$ cat config.mk
export PLATFORM = sky130hd
export DESIGN_NAME = mac_conventional_sequencer
export DESIGN_NICKNAME = d
export VERILOG_FILES = /design/src/rtl/mac_conventional_sequencer.sv
export SDC_FILE = /design/constraint.sdc
export NUM_CORES = 1
export LEC_CHECK = 0
export ABC_CLOCK_PERIOD_IN_PS = 4750
export CORE_MARGIN = 1.5
export CORE_UTILIZATION = 41
export DETAILED_ROUTE_END_ITERATION = 6
export PLACE_DENSITY = 0.95
export SLEW_MARGIN = 20
export SYNTH_ARGS = -nofsm -noshare
export SYNTH_HDL_FRONTEND = slang
export SYNTH_SLANG_ARGS = --single-unit
$ cat constraint.sdc
create_clock -name clk -period 4.75 [get_ports clk]
set_clock_uncertainty 0.2 [all_clocks]
set_input_delay 0.95 -clock clk [delete_from_list [all_inputs] [get_ports clk]]
set_output_delay 0.95 -clock clk [all_outputs]
set_load 0.01 [all_outputs]
$ cat src/rtl/mac_conventional_sequencer.sv
// Job sequencer for a two-stage conventional MAC (multiply reg -> accumulator reg).
// Streams (w, a) pairs into the MAC, waits out its latency and returns the sum.
module mac_conventional_sequencer #(
  parameter int W_WIDTH    = 8,
  parameter int A_WIDTH    = 8,
  parameter int PLUS_WIDTH = 4,
  // LEN_WIDTH must not exceed PLUS_WIDTH, otherwise the accumulator can overflow.
  parameter int LEN_WIDTH  = 4,
  localparam int Z_WIDTH   = W_WIDTH + A_WIDTH + PLUS_WIDTH
) (
  input  logic                 clk,
  input  logic                 rst,
  input  logic                 start,
  input  logic [LEN_WIDTH-1:0] len,
  output logic                 busy,
  input  logic                 in_valid,
  output logic                 in_ready,
  input  logic [W_WIDTH-1:0]   in_w,
  input  logic [A_WIDTH-1:0]   in_a,
  output logic [W_WIDTH-1:0]   mac_w,
  output logic [A_WIDTH-1:0]   mac_a,
  output logic                 mac_accu_rst,
  input  logic [Z_WIDTH-1:0]   mac_z,
  output logic                 res_valid,
  input  logic                 res_ready,
  output logic [Z_WIDTH-1:0]   res_data,
  output logic [2:0]           state_dbg
);

  // Handshakes: a transfer happens on a rising edge where valid and ready are both
  // high; a producer holds valid and its data stable until that edge.

  typedef enum logic [2:0] {
    IDLE    = 3'd0,
    FEED    = 3'd1,
    DRAIN   = 3'd2,
    CAPTURE = 3'd3,
    DONE    = 3'd4
  } state_t;

  state_t               state;
  state_t               next_state;
  logic [LEN_WIDTH-1:0] cnt;
  logic [LEN_WIDTH-1:0] len_q;
  logic                 accept;

  assign state_dbg = state;

  always_ff @(posedge clk or negedge rst) begin
    if (!rst) begin
      state     <= IDLE;
      cnt       <= '0;
      len_q     <= '0;
      res_valid <= 1'b0;
      res_data  <= '0;
    end else begin
      state <= next_state;
      case (state)
        IDLE: begin
          if (start) begin
            len_q <= len;
            cnt   <= '0;
          end
        end
        // cnt wraps after a full-length job, harmless because FEED is left on that edge.
        FEED: begin
          if (accept) cnt <= cnt + LEN_WIDTH'(1);
        end
        CAPTURE: begin
          res_data  <= mac_z;
          res_valid <= 1'b1;
        end
        DONE: begin
          if (res_ready) res_valid <= 1'b0;
        end
        default: ;
      endcase
    end
  end

  always_comb begin
    next_state   = state;
    busy         = (state != IDLE);
    in_ready     = 1'b0;
    accept       = 1'b0;
    mac_w        = '0;
    mac_a        = '0;
    mac_accu_rst = 1'b0;
    case (state)
      IDLE: begin
        if (start) next_state = FEED;
      end
      FEED: begin
        in_ready = 1'b1;
        accept   = in_valid;
        // Clearing the accumulator while the first product enters the multiply register.
        mac_accu_rst = (cnt == '0);
        if (accept) begin
          mac_w = in_w;
          mac_a = in_a;
          if (cnt == len_q) next_state = DRAIN;
        end
      end
      DRAIN:   next_state = CAPTURE;
      CAPTURE: next_state = DONE;
      DONE: begin
        if (res_ready) next_state = IDLE;
      end
      default: next_state = IDLE;
    endcase
  end

endmodule

### Met3 routing

(4 px per µm)
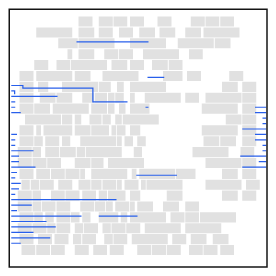
The layer holds 6.6% of the routed length. The longest straight run is 26.0 µm. The wires run mostly horizontal. 40 nets have wire on it. The layer carries 231 µm of wire.
detailed-route via count: 1243
Post-Route WL: 3490 µm
global routing usage on met3: 0.0739

### Clock wiring as the flow saved it

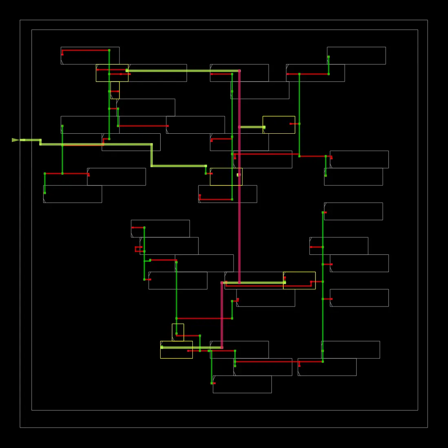
number of buffers added by the clock tree synthesis step: 5
number of sequential cells in the layout: 32
insertion delay at the late pin of the worst-skew pair: 0.28 ns

==> qor.txt <==
Pwr dens -> 561 nW/µm²
Y dimension of the die -> 64.1 µm
Total power consumption of the routed design -> 1.40 mW
Top area cells in the synthesized netlist -> sky130_fd_sc_hd__dfrtp_1 52%, sky130_fd_sc_hd__mux2_1 18%, sky130_fd_sc_hd__and2_1 6.5%
Worst EP required -> 3.60 ns
Yosys synthesis chip area -> 1530 µm²
Post-synthesis cell type count -> 34
CP Max Fanout -> 19
Clock Path Buffers -> 2
Static Leak -> 1.06 nW
Type of the setup path with the least slack -> in2out
Fraction of the core area covered by cells at the end of the flow -> 0.687
Slew HR -> 0.495
Simple-gate share of the synthesized area -> 0.165
Vias per cell -> 4.82
Met2 usage in global routing -> 0.310
Worst-case vdd ir drop -> 247 µV
Drc violations -> 0
Seq pwr share -> 0.364
Result of the run -> finished, final reports clean
Final Hold Violating Endpoints -> 0
Register-to-Register Path Depth -> 3
Number of routed nets with antenna violations -> 0
Startpoint of the most critical hold path -> res_data[0]
Worst setup slack before clock tree synthesis -> 0.672 ns
### Supply network

(6 px per µm) Pins as bars on the die edge. Tap cells in gray.
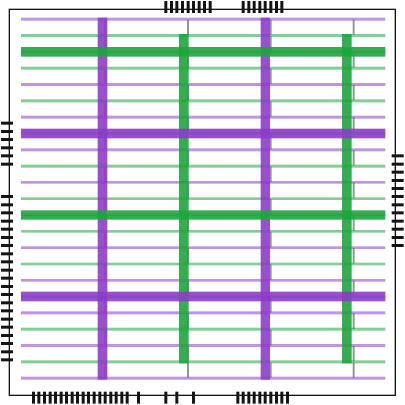
Purple shows VSS. Green shows VDD.
The core has 22 rows. 48 tap cells. 4 straps on met5. 88 signal pins sit on the boundary.

### Metal layers overlaid

(6 px per µm)
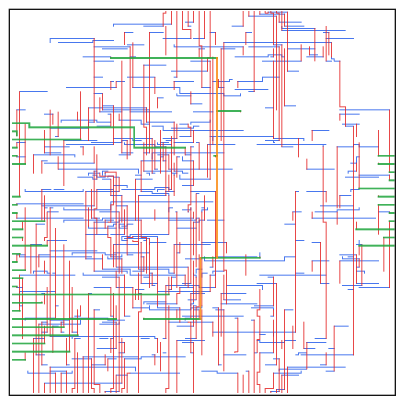
Green shows metal 3, wire length 231 µm. Blue shows metal 1, wire length 1450 µm. Orange shows metal 4, wire length 43.5 µm. Red shows metal 2, wire length 1770 µm.
wire per inst: 13.5 µm
all-layer global routing usage: 0.182

[critical path, cell delays in order]
cell	delay (ns)
sky130_fd_sc_hd__clkdlybuf4s50_1	0.51
sky130_fd_sc_hd__nand2_1	0.09
sky130_fd_sc_hd__nor3_2	0.59
sky130_fd_sc_hd__and2_1	0.23
sky130_fd_sc_hd__clkdlybuf4s50_1	0.55
[state kept, by name, summed over array words and instances (netlist names)]
signal,count
cnt,4
len_q,4
res_valid,1
res_data,20
state_dbg,3
[layout make-up]
type / count / area (µm²)
Fill cell: 287 / 1140
Timing Repair Buffer: 88 / 878
Sequential cell: 32 / 801
Multi-Input combinational cell: 79 / 663
Clock buffer: 6 / 72.6
Tap cell: 48 / 60.1
Inverter: 4 / 15.0
Clock inverter: 1 / 5.00
Power figures rest on the tool's default switching activity, not on a simulated workload.
